`src/rtl/level_sequencer_if.sv`:
```
// Signal bundle between the game-state FSM (master) and the level sequencer (slave).
// Handshake: a selection is offered while level_valid=1 and level_out stays stable
// until the edge where level_ack is sampled high; level_ack is ignored when level_valid=0.
interface level_sequencer_if #(
  parameter int SIZE_BITS = 4
);
  logic                 start_game;
  logic                 level_done;
  logic [SIZE_BITS-1:0] rand_in;
  logic [SIZE_BITS-1:0] level_out;
  logic                 level_valid;
  logic                 level_ack;
  logic                 busy;
  logic                 maze_active;
  logic                 game_complete;

  modport slave (
    input  start_game, level_done, rand_in, level_ack,
    output level_out, level_valid, busy, maze_active, game_complete
  );

  modport master (
    output start_game, level_done, rand_in, level_ack,
    input  level_out, level_valid, busy, maze_active, game_complete
  );
endinterface

```
`src/rtl/level_sequencer.sv`:
```
// Picks the next unplayed level: random draws first, deterministic ascending scan
// after MAX_RETRY rejections, and the maze level once every normal level is played.
module level_sequencer #(
  parameter int SIZE_BITS  = 4,
  parameter int MIN_VAL    = 0,
  parameter int MAX_VAL    = 6,
  parameter int MAZE_LEVEL = 7,
  parameter int MAX_RETRY  = 4
) (
  input  logic                       clk,
  input  logic                       reset,
  level_sequencer_if.slave           bus,
  output logic [2:0]                 state_dbg,
  output logic [MAX_VAL-MIN_VAL:0]   played_dbg
);

  localparam int NUM_LEVELS = MAX_VAL - MIN_VAL + 1;

  typedef enum logic [2:0] {
    ST_IDLE  = 3'd0,
    ST_DRAW  = 3'd1,
    ST_SCAN  = 3'd2,
    ST_ISSUE = 3'd3,
    ST_DONE  = 3'd4
  } state_t;

  state_t                 state_q, state_d;
  logic [SIZE_BITS-1:0]   level_out_q, level_out_d;
  logic                   level_valid_q, level_valid_d;
  logic [NUM_LEVELS-1:0]  mask_q, mask_d;
  logic [3:0]             retry_q, retry_d;
  logic [SIZE_BITS-1:0]   scan_q, scan_d;
  logic                   maze_q, maze_d;
  logic                   gc_q, gc_d;

  logic cand_in_range;
  logic cand_ok;
  logic all_played;

  // Index-to-mask lookups are written as loops so indices outside the normal range
  // simply miss instead of addressing past the mask.
  function automatic logic is_played(input logic [NUM_LEVELS-1:0] mask,
                                     input logic [SIZE_BITS-1:0]  idx);
    is_played = 1'b0;
    for (int i = 0; i < NUM_LEVELS; i++) begin
      if (int'(idx) == MIN_VAL + i) is_played = mask[i];
    end
  endfunction

  function automatic logic [NUM_LEVELS-1:0] level_bit(input logic [SIZE_BITS-1:0] idx);
    level_bit = '0;
    for (int i = 0; i < NUM_LEVELS; i++) begin
      if (int'(idx) == MIN_VAL + i) level_bit[i] = 1'b1;
    end
  endfunction

  assign cand_in_range = (int'(bus.rand_in) >= MIN_VAL) && (int'(bus.rand_in) <= MAX_VAL);
  assign cand_ok       = cand_in_range && !is_played(mask_q, bus.rand_in);
  assign all_played    = &mask_q;

  always_comb begin
    state_d       = state_q;
    level_out_d   = level_out_q;
    level_valid_d = level_valid_q;
    mask_d        = mask_q;
    retry_d       = retry_q;
    scan_d        = scan_q;
    maze_d        = maze_q;
    gc_d          = gc_q;

    // start_game pre-empts every state, dropping any pending unacked selection.
    if (bus.start_game) begin
      mask_d        = '0;
      maze_d        = 1'b0;
      gc_d          = 1'b0;
      level_valid_d = 1'b0;
      retry_d       = '0;
      state_d       = ST_DRAW;
    end else begin
      unique case (state_q)
        ST_IDLE: begin
          if (bus.level_done) begin
            if (maze_q) begin
              gc_d    = 1'b1;
              state_d = ST_DONE;
            end else if (all_played) begin
              level_out_d   = SIZE_BITS'(MAZE_LEVEL);
              level_valid_d = 1'b1;
              state_d       = ST_ISSUE;
            end else begin
              state_d = ST_DRAW;
            end
          end
        end
        ST_DRAW: begin
          if (cand_ok) begin
            level_out_d   = bus.rand_in;
            level_valid_d = 1'b1;
            retry_d       = '0;
            state_d       = ST_ISSUE;
          end else if (int'(retry_q) + 1 >= MAX_RETRY) begin
            retry_d = '0;
            scan_d  = SIZE_BITS'(MIN_VAL);
            state_d = ST_SCAN;
          end else begin
            retry_d = retry_q + 4'd1;
          end
        end
        ST_SCAN: begin
          if (!is_played(mask_q, scan_q)) begin
            level_out_d   = scan_q;
            level_valid_d = 1'b1;
            state_d       = ST_ISSUE;
          end else begin
            scan_d = scan_q + SIZE_BITS'(1);
          end
        end
        ST_ISSUE: begin
          if (bus.level_ack && level_valid_q) begin
            if (int'(level_out_q) == MAZE_LEVEL) maze_d = 1'b1;
            else                                 mask_d = mask_q | level_bit(level_out_q);
            level_valid_d = 1'b0;
            state_d       = ST_IDLE;
          end
        end
        ST_DONE: begin
          state_d = ST_DONE;
        end
        default: state_d = ST_IDLE;
      endcase
    end
  end

  always_ff @(posedge clk) begin
    if (reset) begin
      state_q       <= ST_IDLE;
      level_out_q   <= '0;
      level_valid_q <= 1'b0;
      mask_q        <= '0;
      retry_q       <= '0;
      scan_q        <= SIZE_BITS'(MIN_VAL);
      maze_q        <= 1'b0;
      gc_q          <= 1'b0;
    end else begin
      state_q       <= state_d;
      level_out_q   <= level_out_d;
      level_valid_q <= level_valid_d;
      mask_q        <= mask_d;
      retry_q       <= retry_d;
      scan_q        <= scan_d;
      maze_q        <= maze_d;
      gc_q          <= gc_d;
    end
  end

  assign bus.level_out     = level_out_q;
  assign bus.level_valid   = level_valid_q;
  assign bus.busy          = (state_q != ST_IDLE) && (state_q != ST_DONE);
  assign bus.maze_active   = maze_q;
  assign bus.game_complete = gc_q;
  assign state_dbg         = state_q;
  assign played_dbg        = mask_q;

endmodule
```
`src/flat_wrapper.sv`:
```
// flat-port wrapper written by rule: the top's interface ports become plain ports
module level_sequencer_flat 
#(
  parameter int SIZE_BITS  = 4,
  parameter int MIN_VAL    = 0,
  parameter int MAX_VAL    = 6,
  parameter int MAZE_LEVEL = 7,
  parameter int MAX_RETRY  = 4
)
  (clk, reset, state_dbg, played_dbg, bus_start_game, bus_level_done, bus_rand_in, bus_level_ack, bus_level_out, bus_level_valid, bus_busy, bus_maze_active, bus_game_complete);
  level_sequencer_if #(.SIZE_BITS(SIZE_BITS)) bus_i ();
  input  logic clk;
  input  logic reset;
  output logic [2:0] state_dbg;
  output logic [MAX_VAL-MIN_VAL:0] played_dbg;
  input wire logic [$bits(bus_i.start_game)-1:0] bus_start_game;
  input wire logic [$bits(bus_i.level_done)-1:0] bus_level_done;
  input wire logic [$bits(bus_i.rand_in)-1:0] bus_rand_in;
  input wire logic [$bits(bus_i.level_ack)-1:0] bus_level_ack;
  output wire logic [$bits(bus_i.level_out)-1:0] bus_level_out;
  output wire logic [$bits(bus_i.level_valid)-1:0] bus_level_valid;
  output wire logic [$bits(bus_i.busy)-1:0] bus_busy;
  output wire logic [$bits(bus_i.maze_active)-1:0] bus_maze_active;
  output wire logic [$bits(bus_i.game_complete)-1:0] bus_game_complete;
  assign bus_i.start_game = bus_start_game;
  assign bus_i.level_done = bus_level_done;
  assign bus_i.rand_in = bus_rand_in;
  assign bus_i.level_ack = bus_level_ack;
  assign bus_level_out = bus_i.level_out;
  assign bus_level_valid = bus_i.level_valid;
  assign bus_busy = bus_i.busy;
  assign bus_maze_active = bus_i.maze_active;
  assign bus_game_complete = bus_i.game_complete;
  level_sequencer #(.SIZE_BITS(SIZE_BITS), .MIN_VAL(MIN_VAL), .MAX_VAL(MAX_VAL), .MAZE_LEVEL(MAZE_LEVEL), .MAX_RETRY(MAX_RETRY)) u_core (.clk(clk), .reset(reset), .bus(bus_i), .state_dbg(state_dbg), .played_dbg(played_dbg));
endmodule
```
`config.mk`:
```
export PLATFORM = sky130hd
export DESIGN_NAME = level_sequencer_flat
export DESIGN_NICKNAME = d
export VERILOG_FILES = /design/src/rtl/level_sequencer_if.sv /design/src/rtl/level_sequencer.sv /design/src/flat_wrapper.sv
export SDC_FILE = /design/constraint.sdc
export NUM_CORES = 1
export LEC_CHECK = 0
export CORE_MARGIN = 4
export CORE_UTILIZATION = 34
export CTS_CLUSTER_DIAMETER = 150
export CTS_CLUSTER_SIZE = 14
export DETAILED_ROUTE_END_ITERATION = 10
export SYNTH_ARGS = -nofsm -noshare
export SYNTH_HDL_FRONTEND = slang
export SYNTH_SLANG_ARGS = --single-unit
```
`constraint.sdc`:
```
create_clock -name clk -period 3.6 [get_ports clk]
set_clock_uncertainty 0.1 [all_clocks]
set_input_delay 0.36 -clock clk [delete_from_list [all_inputs] [get_ports clk]]
set_output_delay 0.36 -clock clk [all_outputs]
set_load 0.01 [all_outputs]
```
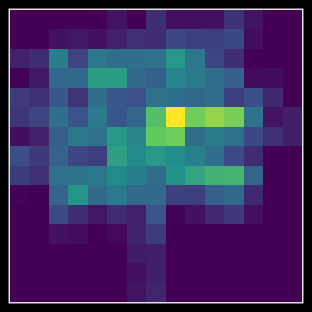
run_1/metal_density.png
(4 px per µm) The die is cut into 15 by 15 equal tiles; dark purple is low, yellow is high, scaled to the fullest tile. Values are wire area over tile area, all layers added.
densest ninth of the die: centre
nearly empty tiles: 36%
tiles over half the peak: 8.0%
fullest tile: 0.59
emptiest ninth of the die: lower right

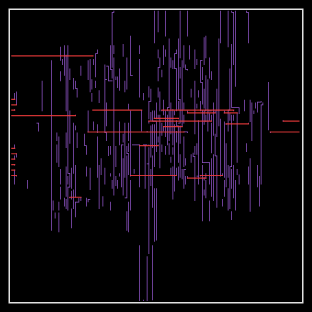
run_1/wires.png
(4 px per µm) Only two layers are drawn.
| layer | colour | wire length |
|---|---|---|
| metal 3 | red | 180 µm |
| metal 2 | purple | 1680 µm |
wire per inst: 15.3 µm
total wire length: 3620 µm

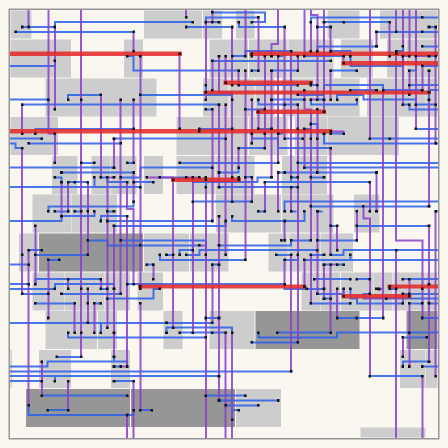
run_1/detail.png
Window x 21 to 51, y 21 to 51 µm. Cells in grey, sequential cells in the stronger grey; small squares are vias.
| layer | colour |
|---|---|
| metal 2 | purple |
| metal 3 | red |
| metal 1 | blue |
cells with their middle in the window: 64
most frequent: nor2_1 (9), nor3_1 (4), dfxtp_1 (4)
netlist names of flops here include: u_core.state_dbg (2)
sequential cells in the window: 4

==> reports/results.ini, run 1 <==
[synthesis]
synth_cells = 164
ys_warn_count = 0
simple_gate_share_pct = 26.5
ys_seq_share_pct = 34.8
logic_family = simple AND/OR/NAND/NOR gates
syn_area_per_cell_um2 = 8.76
floorplan.nets = 179
netlist.area_leader.share_pct = 34.8
yosysCellCount = 164
synthArstFlopShare_pct = 0
flop_cell = dfxtp_1
yosysTopAreaCell = dfxtp_1
ys_chip_area_um2 = 1440
synth-seq-cells = 25
synthMuxAreaShare_pct = 7.75
syn_area_um2 = 1440
adder_share_pct = 5.23
synth-xor-area-share_pct = 0
edf_count = 0
yosys-top-cells-count = 25 x dfxtp_1, 23 x nor2_1, 9 x mux2_2, 8 x inv_1, 8 x nor3_1
synth.area.top_cells = dfxtp_1 35%, mux2_2 7.1%, nor2_1 6.0%
ys_sh_aoi_pct = 21.3
synth.most_common_cell = dfxtp_1

[worst_setup_path]
path_cells = clkdlybuf4s50_1, mux2_2, o221ai_1, a21oi_2, nor4_4, mux2_2
slowest_delay_ns = 0.58
critPathLaunch = bus_rand_in[0]
cp_common_cell = mux2_2
worst-setup-path-type = input pin to register
cp-start-kind = input pin
r2r-start = u_core.scan_q[1]$_SDFFE_PP0P_
r2r_slack_ns = 1.15
required_ns = 3.67
crit_family = multiplexers
crit_buf_inv = 1
reg2reg_to = u_core.bus.level_out[1]$_SDFFE_PP0P_
slowest_stage = clkdlybuf4s50_1
arrival_ns = 2.64
rr_worst_depth = 7
crit_cells = 6
cp-end-kind = register

[routing]
top_layer_used = met4
wl_met1_um = 1750
met3_length_um = 179
drt-vias-per-instance = 5.48
drcViolationCount = 0
dr.pass1.iters = 4
wl_met2_um = 1680
via_count = 1298

[power_and_ir_drop]
powerSeq_mw = 0.291
pwr-share-comb_pct = 15.8
p_clk_mw = 0.172
power.density_nw_per_um2 = 310
p_sw_share_pct = 26.6
seqPwrFrac_pct = 52.9
p_leak_nw = 0.673
power.switching_mw = 0.146
power_leader = registers
vdd_drop_max_v = 0.000195
pg_comb_mw = 0.0871
power.share.clock_pct = 31.3
total_power_mw = 0.551
p_int_mw = 0.404

[cts]
htreeDepth = 1
clk_pin_slew_ns = 0.09
root_buffer = clkbuf_8
numCtsBuffers = 3
cts.sinks = 25
clock_path_buffers = 2
cts_resized = 0
clkLatencyLatePin_ns = 0.27
cts_tree = built
cts_hold_buf = 0

[sta]
fin_tns_setup_ns = 0
rsz0062_at_grt = no
period_needed_ns = 2.58
hold_violations = 0
finalMaxSlewViolations = 0
fin_ws_ns = 1.02
min_period_over_period_pct = 71.6
fmax_mhz = 388
whs_ns = 0.392
setup_violations = 0

[cells_and_area]
dominant_cells = logic gates
final-clk-cell-share_pct = 2.75
seqAreaFraction_pct = 28.2
lay_top_count = clkdlybuf4s50_1
lay_top_cells = 26 x clkdlybuf4s50_1, 25 x dfxtp_1, 23 x nor2_1, 9 x mux2_2
drive_gt1_share_pct = 9.63
design_area_um2 = 1770
n_all_buffers = 26
layout.cells.non_filler = 237
comb_cells = 124
comb_share_pct = 49.2
seq_cell_count = 25
nonClkBufAreaFrac_pct = 14.7
fillers = 391
area_growth_pct = 23.5
largest_reg_flops = 7
combGateArea_um2 = 872
utilization_pct = 44.0
nNonClkInverters = 8
flop_area_um2 = 500
nClkBuffers = 3
nNetsFinal = 203

[hold_path]
hp-start = u_core.retry_q[3]$_SDFFE_PP0P_
hold_path.class = register to register
hold_depth = 1
hold_end = u_core.retry_q[3]$_SDFFE_PP0P_

[global_route]
grt_pass1_vias = 1213
busiest_layer = met2
grt_pass1_wl_um = 5880
track_usage_pct = 13.9
grtUsageMet1_pct = 19.9
grt_use_met2_pct = 21.9
antenna_found_initial = 0
grt_use_met3_pct = 3.58
gr-total-overflow = 0

[die]
fp_util_pct = 35.7
rows = 23
die_x_um = 73.0
die_h_um = 73.0
boundaryPins = 27
core-area_um2 = 4030
dieArea_um2 = 5330
n_tap_cell = 50

[placement]
placed_cell_area_um2 = 1730
port_buffers = 26
gp_congestion = 0.841
dp_slack_ns = 0.744
dpl.hpwl_um = 2810

[flow_run]
warning_count = 30
drv_cap = 0

[run_status]
status = finished clean

==> inputs of run 2 (changes only) <==
==> constraint.sdc (replaced) <==
create_clock -name clk -period 2.1 [get_ports clk]
set_clock_uncertainty 0.1 [all_clocks]
set_input_delay 0.21 -clock clk [delete_from_list [all_inputs] [get_ports clk]]
set_output_delay 0.21 -clock clk [all_outputs]
set_load 0.01 [all_outputs]
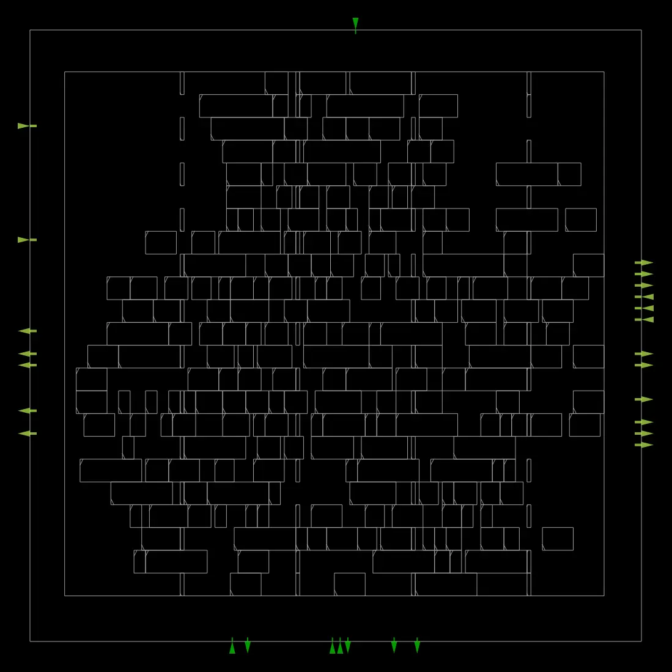
run_2/placement.png
Core ar.: 4030 µm²
Seq area share: 24.0%
Seq cells: 25
fin util: 52.6%
# Taps: 50

==> run 2 against run 1 <==
Net effect:
- the flow now finishes with violations (setup timing)
- sequential cell count unchanged
- setup slack lost 1.1 ns
- clock power up 85%
- critical endpoint is now u_core.state_dbg[2]$_SDFFE_PP0P_
- largest cell class unchanged
- combinational power rose by 130%
- largest power group unchanged
- non-clock buffer count increased by 35
- final area is 19% higher
- final cell count grew 15%
- first-iteration DRC count decreased by 63%
- total power rose by 83%
- routed wire length increased by 16%
- count of clock-buffer cells in the layout unchanged
- sequential share of layout area decreased by 4.2 points
==> reports/results.ini, run 2 <==
[cells_and_area]
nonClkBufAreaFrac_pct = 24.8  ; +10 points
comb_share_pct = 44.4  ; -4.8 points
n_all_buffers = 61  ; +130%
fillers = 394  ; +0.77%
nClkBuffers = 3  ; unchanged
comb_cells = 124  ; unchanged
layout.cells.non_filler = 272  ; +15%
design_area_um2 = 2120  ; +19%
area_growth_pct = 47.5
lay_top_cells = 34 x buf_4, 25 x clkdlybuf4s50_1, 23 x nor2_1, 23 x dfxtp_1
nNonClkInverters = 8  ; unchanged
final-clk-cell-share_pct = 2.36  ; -0.39 points
lay_top_count = buf_4
combGateArea_um2 = 940  ; +7.7%
nNetsFinal = 238  ; +17%
dominant_cells = logic gates
largest_reg_flops = 7  ; unchanged

[power_and_ir_drop]
p_int_mw = 0.726  ; +80%
total_power_mw = 1.01  ; +83%
power.density_nw_per_um2 = 476  ; +53%
pg_comb_mw = 0.197  ; +130%
p_clk_mw = 0.318  ; +85%
pwr-share-comb_pct = 19.6  ; +3.8 points
p_leak_nw = 0.868  ; +29%
vdd_drop_max_v = 0.000306  ; +57%
power.share.clock_pct = 31.5  ; +0.2 points
p_sw_share_pct = 28.0  ; +1.4 points
seqPwrFrac_pct = 48.9  ; -4.0 points
powerSeq_mw = 0.493  ; +69%

[global_route]
grt_use_met3_pct = 3.03  ; -0.55 points
track_usage_pct = 16.9  ; +3.0 points
grt_pass1_vias = 1478  ; +22%
grt_use_met2_pct = 29.1  ; +7.1 points
gr-total-overflow = 0  ; unchanged
grtUsageMet1_pct = 20.7  ; +0.87 points
grt_pass1_wl_um = 7040  ; +20%
busiest_layer = met2
antenna_found_initial = 0  ; unchanged

[run_status]
violations = setup timing
status = finished with violations

[cts]
numCtsBuffers = 3  ; unchanged
cts_hold_buf = 0  ; unchanged
root_buffer = clkbuf_8
cts_tree = built
clock_path_buffers = 2  ; unchanged
htreeDepth = 1  ; unchanged
clk_pin_slew_ns = 0.10  ; about the same
cts.sinks = 25  ; unchanged
cts_resized = 8  ; +8

[synthesis]
synth_cells = 164  ; unchanged
ys_warn_count = 0  ; unchanged
synth-xor-area-share_pct = 0  ; unchanged
yosysCellCount = 164  ; unchanged
logic_family = simple AND/OR/NAND/NOR gates
ys_chip_area_um2 = 1440  ; unchanged
synth.most_common_cell = dfxtp_1
edf_count = 0  ; unchanged
adder_share_pct = 5.23  ; unchanged
synth.area.top_cells = dfxtp_1 35%, mux2_2 7.1%, nor2_1 6.0%
flop_cell = dfxtp_1
yosysTopAreaCell = dfxtp_1
synthMuxAreaShare_pct = 7.75  ; unchanged
yosys-top-cells-count = 25 x dfxtp_1, 23 x nor2_1, 9 x mux2_2, 8 x inv_1, 8 x nor3_1
simple_gate_share_pct = 26.5  ; unchanged
floorplan.nets = 179  ; unchanged
synthArstFlopShare_pct = 0  ; unchanged
ys_sh_aoi_pct = 21.3  ; unchanged
syn_area_per_cell_um2 = 8.76  ; unchanged
synth-seq-cells = 25  ; unchanged
syn_area_um2 = 1440  ; unchanged

[sta]
whs_ns = 0.391  ; -0.000543 ns
fin_tns_setup_ns = -0.0569  ; -0.0569 ns
period_needed_ns = 2.16
rsz0062_at_grt = yes
hold_violations = 0  ; unchanged
fin_ws_ns = -0.0569  ; -1.08 ns
setup_violations = 1  ; +1
min_period_over_period_pct = 103
finalMaxSlewViolations = 0  ; unchanged

[flow_run]
drv_cap = 0  ; unchanged
warning_count = 33  ; +10%

[die]
boundaryPins = 27  ; unchanged
die_h_um = 73.0  ; unchanged
fp_util_pct = 35.7  ; unchanged
die_x_um = 73.0  ; unchanged
dieArea_um2 = 5330  ; unchanged
rows = 23  ; unchanged

[hold_path]
hold_path.class = register to register
hp-start = u_core.bus.game_complete$_SDFFE_PP0P_

[placement]
gp_congestion = 0.795  ; -5.5%
dpl.hpwl_um = 3220  ; +15%
dp_slack_ns = -0.448  ; -1.19 ns
placed_cell_area_um2 = 2010  ; +17%
port_buffers = 26  ; unchanged

[worst_setup_path]
cp_common_cell = o211a_1
rr_worst_depth = 8  ; +1
path_cells = inv_4, ha_4, a211oi_2, a22oi_1, o211a_1, buf_6, or4_1, o211a_1
crit_family = AND-OR/OR-AND gates
arrival_ns = 2.23  ; -0.41 ns
crit_buf_inv = 2  ; +1
cp-start-kind = register
slowest_delay_ns = 0.50  ; -0.08 ns
reg2reg_to = u_core.state_dbg[2]$_SDFFE_PP0P_
r2r_slack_ns = -0.06  ; -1.21 ns
crit_cells = 8  ; +2
critPathLaunch = u_core.scan_q[1]$_SDFFE_PP0P_

[routing]
drt-vias-per-instance = 5.36  ; -2.1%
drcViolationCount = 0  ; unchanged
route.antenna.remaining_nets = 0
top_layer_used = met4
wire_per_inst_um = 15.4  ; +0.88%
wirelength_um = 4190  ; +16%
dr.pass1.iters = 4  ; unchanged
via_count = 1458  ; +12%
met3_length_um = 216  ; +21%

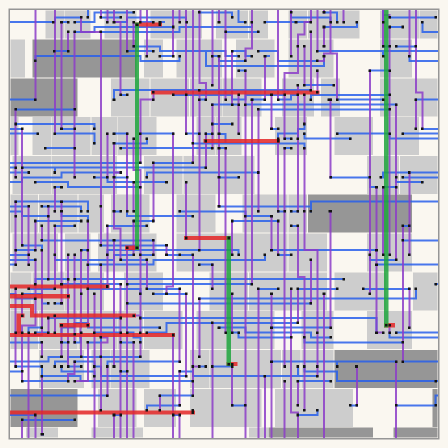
run_2/detail.png
Window x 21 to 51, y 21 to 51 µm. Cells in grey, sequential cells in the stronger grey; small squares are vias.
| layer | colour |
|---|---|
| metal 2 | purple |
| metal 1 | blue |
| metal 3 | red |
| metal 4 | green |
cells with their middle in the window: 79
sequential cells in the window: 5
netlist names of flops here include: u_core.bus.level_out (2)
most frequent: buf_4 (17), dfxtp_1 (5)

Power figures rest on the tool's default switching activity, not on a simulated workload.
